### Metal 4

Supply wires on this layer in gray.
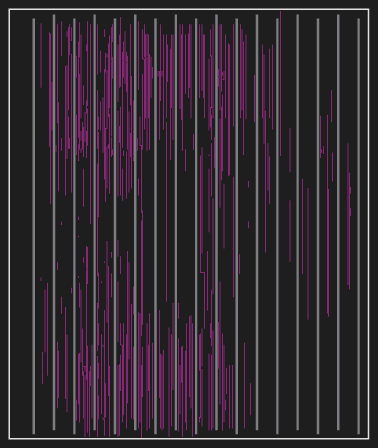
### Zoomed window

The bar under the picture is 10 µm long. Region (105, 128) to (135, 158) µm. Cells in gray, sequential cells in the stronger gray; small squares are vias.
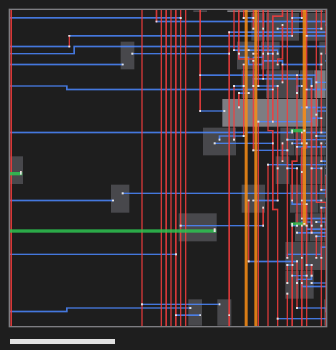
### Met1 routing

Supply wires on this layer in gray.
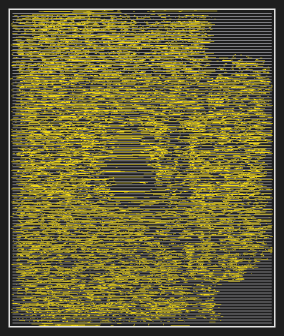
### Metal layers overlaid

Two of the layers only.
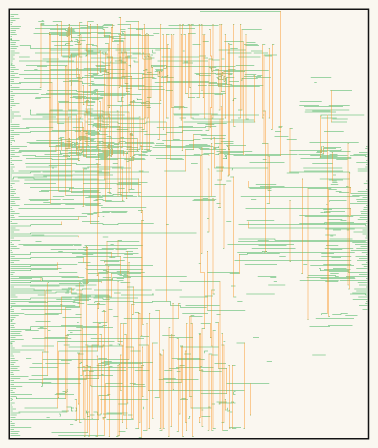
### Clock routing

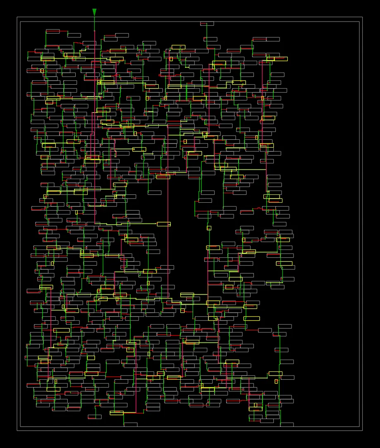
--- src/rtl/ip_mac_sequencer_pkg.sv ---
// Shared constants, FSM state encoding and datapath types for the sequential
// inner-product engine (ip_mac_sequencer and ip_mac_unit).
package ip_seq_pkg;

  localparam int N_FEAT     = 81;
  localparam int X_W        = 7;
  localparam int ACC_W      = 32;
  localparam int ADDR_W     = 7;
  localparam int BIAS_SHIFT = 16;

  typedef enum logic [1:0] {
    S_IDLE,
    S_RUN,
    S_DRAIN,
    S_HOLD
  } state_t;

  typedef logic [X_W-1:0]          pixel_t;
  typedef logic signed [ACC_W-1:0] acc_t;

  function automatic logic [ACC_W-1:0] zext_pixel(input pixel_t x);
    return {{(ACC_W-X_W){1'b0}}, x};
  endfunction

endpackage

--- src/rtl/ip_mac_sequencer_if.sv ---
// Window / coefficient-ROM / result bus of ip_mac_sequencer. Defining
// IPSEQ_THRESH_OUT_EN adds the class_out sign-threshold output.
interface ip_mac_sequencer_if;
  import ip_seq_pkg::*;

  logic                    win_valid;
  logic                    win_ready;
  logic [N_FEAT*X_W-1:0]   win_data;
  logic [ADDR_W-1:0]       theta_addr;
  logic                    theta_rd;
  logic [ACC_W-1:0]        theta_data;
  logic                    res_valid;
  logic                    res_ready;
  logic [ACC_W-1:0]        hidden;
`ifdef IPSEQ_THRESH_OUT_EN
  logic                    class_out;

  modport master (
    input  win_valid, win_data, theta_data, res_ready,
    output win_ready, theta_addr, theta_rd, res_valid, hidden, class_out
  );
  modport slave (
    output win_valid, win_data, theta_data, res_ready,
    input  win_ready, theta_addr, theta_rd, res_valid, hidden, class_out
  );
`else
  modport master (
    input  win_valid, win_data, theta_data, res_ready,
    output win_ready, theta_addr, theta_rd, res_valid, hidden
  );
  modport slave (
    output win_valid, win_data, theta_data, res_ready,
    input  win_ready, theta_addr, theta_rd, res_valid, hidden
  );
`endif

endinterface

--- src/rtl/ip_mac_sequencer_mac.sv ---
// Shared multiply-accumulate: x and bias-select are registered to line up with
// the ROM's one-cycle read latency; theta arrives already registered by the ROM.
module ip_mac_unit
  import ip_seq_pkg::*;
(
  input  logic   clk,
  input  logic   rst_n,
  input  logic   clr,
  input  logic   en,
  input  logic   bias_sel,
  input  pixel_t x,
  input  acc_t   theta,
  output acc_t   acc_next
);

  pixel_t            x_reg;
  logic              bias_reg;
  logic              en_reg;
  logic [ACC_W-1:0]  acc_reg;
  logic [ACC_W-1:0]  theta_u;
  logic [ACC_W-1:0]  prod;
  logic [ACC_W-1:0]  addend;
  logic [ACC_W-1:0]  sum;

  always_ff @(posedge clk or negedge rst_n) begin
    if (!rst_n) begin
      x_reg    <= '0;
      bias_reg <= 1'b0;
      en_reg   <= 1'b0;
    end else if (clr) begin
      x_reg    <= '0;
      bias_reg <= 1'b0;
      en_reg   <= 1'b0;
    end else begin
      x_reg    <= x;
      bias_reg <= bias_sel;
      en_reg   <= en;
    end
  end

  // Unsigned multiply truncated to ACC_W gives the same bits as the signed product.
  always_comb begin
    theta_u = theta;
    prod    = zext_pixel(x_reg) * theta_u;
    addend  = bias_reg ? (theta_u << BIAS_SHIFT) : prod;
    sum     = en_reg ? (acc_reg + addend) : acc_reg;
  end

  assign acc_next = sum;

  always_ff @(posedge clk or negedge rst_n) begin
    if (!rst_n) begin
      acc_reg <= '0;
    end else if (clr) begin
      acc_reg <= '0;
    end else begin
      acc_reg <= sum;
    end
  end

endmodule

--- src/rtl/ip_mac_sequencer.sv ---
// Sequential replacement for the parallel 81-term inner product: one window in,
// one ROM read per cycle, one shared MAC, result held until accepted.
module ip_mac_sequencer
  import ip_seq_pkg::*;
(
  input  logic                clk,
  input  logic                rst_n,
  ip_mac_sequencer_if.master  bus,
  output logic                busy
);

  localparam logic [ADDR_W-1:0] LAST_IDX = ADDR_W'(N_FEAT - 1);

  state_t             state_reg, state_next;
  logic [ADDR_W-1:0]  idx_reg, idx_next;
  pixel_t             win_reg [N_FEAT];
  pixel_t             win_x   [N_FEAT];
  logic [ACC_W-1:0]   hidden_reg;
  logic               res_valid_reg;
  logic               handshake;
  logic               issue;
  pixel_t             x_sel;
  acc_t               acc_next;

  assign handshake = bus.win_valid && (state_reg == S_IDLE);
  assign issue     = (state_reg == S_RUN);

  generate
    for (genvar gi = 0; gi < N_FEAT; gi++) begin : g_win
      assign win_x[gi] = bus.win_data[gi*X_W +: X_W];

      always_ff @(posedge clk or negedge rst_n) begin
        if (!rst_n) begin
          win_reg[gi] <= '0;
        end else if (handshake) begin
          win_reg[gi] <= win_x[gi];
        end
      end
    end
  endgenerate

  always_ff @(posedge clk or negedge rst_n) begin
    if (!rst_n) begin
      state_reg <= S_IDLE;
      idx_reg   <= '0;
    end else begin
      state_reg <= state_next;
      idx_reg   <= idx_next;
    end
  end

  always_comb begin
    state_next = state_reg;
    idx_next   = idx_reg;
    case (state_reg)
      S_IDLE: begin
        if (handshake) begin
          state_next = S_RUN;
          idx_next   = '0;
        end
      end
      S_RUN: begin
        idx_next = idx_reg + 1'b1;
        if (idx_reg == LAST_IDX) begin
          state_next = S_DRAIN;
        end
      end
      S_DRAIN: begin
        state_next = S_HOLD;
      end
      S_HOLD: begin
        if (bus.res_ready) begin
          state_next = S_IDLE;
        end
      end
      default: begin
        state_next = S_IDLE;
      end
    endcase
  end

  // idx runs one past the last term in DRAIN; keep the mux in range there.
  assign x_sel = (idx_reg < ADDR_W'(N_FEAT)) ? win_reg[idx_reg] : '0;

  ip_mac_unit u_mac (
    .clk      (clk),
    .rst_n    (rst_n),
    .clr      (handshake),
    .en       (issue),
    .bias_sel (idx_reg == '0),
    .x        (x_sel),
    .theta    (acc_t'(bus.theta_data)),
    .acc_next (acc_next)
  );

  // DRAIN is the cycle the last ROM word is present, so capture the MAC's sum.
  always_ff @(posedge clk or negedge rst_n) begin
    if (!rst_n) begin
      hidden_reg    <= '0;
      res_valid_reg <= 1'b0;
    end else if (state_reg == S_DRAIN) begin
      hidden_reg    <= acc_next;
      res_valid_reg <= 1'b1;
    end else if ((state_reg == S_HOLD) && bus.res_ready) begin
      res_valid_reg <= 1'b0;
    end
  end

`ifdef IPSEQ_THRESH_OUT_EN
  logic class_reg;

  always_ff @(posedge clk or negedge rst_n) begin
    if (!rst_n) begin
      class_reg <= 1'b0;
    end else if (state_reg == S_DRAIN) begin
      class_reg <= ~acc_next[ACC_W-1];
    end
  end

  assign bus.class_out = class_reg;
`endif

  assign bus.win_ready  = (state_reg == S_IDLE);
  assign bus.theta_rd   = issue;
  assign bus.theta_addr = issue ? idx_reg : '0;
  assign bus.res_valid  = res_valid_reg;
  assign bus.hidden     = hidden_reg;
  assign busy           = (state_reg != S_IDLE);

endmodule
--- src/flat_wrapper.sv ---
// flat-port wrapper written by rule: the top's interface ports become plain ports
module ip_mac_sequencer_flat import ip_seq_pkg::*;
  (clk, rst_n, busy, bus_win_valid, bus_win_data, bus_theta_data, bus_res_ready, bus_win_ready, bus_theta_addr, bus_theta_rd, bus_res_valid, bus_hidden);
  ip_mac_sequencer_if bus_i ();
  input  logic clk;
  input  logic rst_n;
  output logic busy;
  input wire logic [$bits(bus_i.win_valid)-1:0] bus_win_valid;
  input wire logic [$bits(bus_i.win_data)-1:0] bus_win_data;
  input wire logic [$bits(bus_i.theta_data)-1:0] bus_theta_data;
  input wire logic [$bits(bus_i.res_ready)-1:0] bus_res_ready;
  output wire logic [$bits(bus_i.win_ready)-1:0] bus_win_ready;
  output wire logic [$bits(bus_i.theta_addr)-1:0] bus_theta_addr;
  output wire logic [$bits(bus_i.theta_rd)-1:0] bus_theta_rd;
  output wire logic [$bits(bus_i.res_valid)-1:0] bus_res_valid;
  output wire logic [$bits(bus_i.hidden)-1:0] bus_hidden;
  assign bus_i.win_valid = bus_win_valid;
  assign bus_i.win_data = bus_win_data;
  assign bus_i.theta_data = bus_theta_data;
  assign bus_i.res_ready = bus_res_ready;
  assign bus_win_ready = bus_i.win_ready;
  assign bus_theta_addr = bus_i.theta_addr;
  assign bus_theta_rd = bus_i.theta_rd;
  assign bus_res_valid = bus_i.res_valid;
  assign bus_hidden = bus_i.hidden;
  ip_mac_sequencer u_core (.clk(clk), .rst_n(rst_n), .bus(bus_i), .busy(busy));
endmodule
--- config.mk ---
export PLATFORM = sky130hd
export DESIGN_NAME = ip_mac_sequencer_flat
export DESIGN_NICKNAME = d
export VERILOG_FILES = /design/src/rtl/ip_mac_sequencer_pkg.sv /design/src/rtl/ip_mac_sequencer_if.sv /design/src/rtl/ip_mac_sequencer_mac.sv /design/src/rtl/ip_mac_sequencer.sv /design/src/flat_wrapper.sv
export SDC_FILE = /design/constraint.sdc
export NUM_CORES = 2
export LEC_CHECK = 0
export CAP_MARGIN = 20
export CORE_ASPECT_RATIO = 1.2
export CORE_MARGIN = 2
export CORE_UTILIZATION = 55
export DETAILED_ROUTE_END_ITERATION = 10
export GPL_TIMING_DRIVEN = 0
export PLACE_DENSITY = 0.82
export SLEW_MARGIN = 0
export SYNTH_ARGS = -nofsm -noshare
export SYNTH_HDL_FRONTEND = slang
export SYNTH_SLANG_ARGS = --single-unit
--- constraint.sdc ---
create_clock -name clk -period 21.4 [get_ports clk]
set_input_delay 2.14 -clock clk [delete_from_list [all_inputs] [get_ports clk]]
set_output_delay 2.14 -clock clk [all_outputs]
set_load 0.005 [all_outputs]
==> flow_summary.yaml <==
# synthesis and place-and-route metrics
cells_and_area:
  fin_nets: 5430
  sh_comb_area_pct: 40.8
  seq_area_um2: 16300
  logic_area_um2: 18800
  lay_top_cells: "nand2_1 (1819), dfrtp_1 (650), clkdlybuf4s50_1 (644), clkbuf_1 (189), mux4_2 (177)"
  drive_gt1_share_pct: 6.74
  sh_seq_area_pct: 35.2
logic_synthesis:
  synth_flop_count: 650
  yosys.cell_count.top_type: "nand2_1"
  top_area_share_pct: 44.6
  avgSynthCellArea_um2: 9.35
  ys_seq_share_pct: 44.6
  dominantRegCellSynth: "dfrtp_1"
  area_leaders: "dfrtp_1 (45%), nand2_1 (19%), mux4_2 (11%)"
  edf_count: 0
  synth_nets: 4718
  common_cells: "nand2_1 (1819), dfrtp_1 (650), mux4_2 (177), clkbuf_1 (175), inv_1 (150)"
final_timing:
  rsz0062_at_grt: "no"
  final-setup-viol-count: 0
  tightest_slew_ns: 1.22
  finalClockPeriodUsage_pct: 45.2
  slew_viol_final: 0
flow_run:
  maxCapViolCount: 0
clocking:
  cts.path.max_buffers: 3
  cts_tree: "done"
  cts_resized: 0
  cts_sinks: 650
die:
  dieWidth_um: 239
  dieArea_um2: 68400
  rows: 103
power:
  power.share.clock_pct: 11.8
  powerComb_uw: 6120
  powerSeq_uw: 2180
  power.internal_uw: 5030
critical_path:
  crit_path_max_incr_delay_ns: 0.62
  worstSetupPathType: "in2reg"
  r2r_cells: 30
  cp_max_fo: 8
  crit_family: "AND-OR/OR-AND gates"
global_routing:
  grt_pass1_vias: 33700
drt:
  first_pass_iters: 6
status:
  run_status: "complete, no violations"
Notes on 'Metal 4' above:
- share of all routed wire: 8.6%
- longest straight run: 133 µm
- wire length on this layer: 11700 µm
- main direction: vertical
- nets with wire on the layer: 246
final WL: 136000 µm
routed vias: 32.5k

Notes on 'Zoomed window' above:
- met3: green
- met2: red
- met1: blue
- met4: orange
- most frequent: nor2_1 (6), clkbuf_1 (3), nand2_1 (3)
- cells with their middle in the window: 26
- sequential cells in the window: 1
- netlist names of flops here include: u_core.idx_reg (1)

Notes on 'Met1 routing' above:
- share of all routed wire: 33%
- longest straight run: 62.6 µm
- wire length on this layer: 44.8 mm
- main direction: horizontal

Notes on 'Metal layers overlaid' above:
- met4: orange (wire length 11700 µm)
- met3: green (wire length 14200 µm)
total track usage: 39.9%
Routed WL per cell: 24.6 µm

Notes on 'Clock routing' above:
Worst-Skew Late Latency: 0.65 ns
flop count: 650

per-layer routing:
| metal | part of all wire (%) | vias up | GRT usage [%] |
|---|---|---|---|
| li1 | - | 14000 | - |
| met3 | 10 | 609 | 10.0 |
| met1 | 33 | 15800 | 46.1 |
| met2 | 48 | 2026 | 64.8 |
| met4 | 8.6 | 26 | 29.3 |
| met5 | 0.13 | - | 0 |
cells by family after synthesis:
group / count (synthesis) / synth area share, %
muxes: 207 / 11.8
AOI/OAI and AO/OA: 247 / 4.53
and+or+nand+nor: 2162 / 23.8
buffers and inverters: 365 / 3.82
xor gates and xnor gates: 58 / 1.39
DFF: 650 / 44.6
adders and majority gates: 213 / 10.0
through the flow:
stage / instance area (µm²) / util [%] / cells / TNS (ns) / setup WS [ns]
floorplan: 36500 / - / 3902 / 0 / 12.95
global placement: 44000 / 66.9 / 5387 / -6633.31 / -10.32
detailed placement: 44100 / 67.1 / 5392 / 0 / 11.20
CTS: 46100 / 70.1 / 5498 / 0 / 11.80
global route: 46100 / 70.2 / 5515 / 0 / 11.41
finish: 46200 / 70.2 / 5519 / 0 / 11.73
tightest hold or removal path, stage by stage, from the launching register on:
cell     delay (ns)
dfrtp_1        0.34
nand2_1        0.05
nand2_1        0.06
worst min-delay path by stage:
stage | from | endpoint | slack (ns) | depth (start not counted)
after global routing | u_core.win_reg[321] | u_core.win_reg[321] | 0.49 | 2
after CTS | u_core.win_reg[94] | u_core.win_reg[94] | 0.47 | 2
after detailed placement | u_core.win_reg[94] | u_core.win_reg[94] | 0.46 | 2
after global placement | u_core.win_reg[354] | u_core.win_reg[354] | 0.45 | 2
after floorplan | u_core.win_reg[100] | u_core.win_reg[100] | 0.44 | 2
final | u_core.win_reg[298] | u_core.win_reg[298] | 0.47 | 2
Power is estimated from default activity; no workload was simulated.
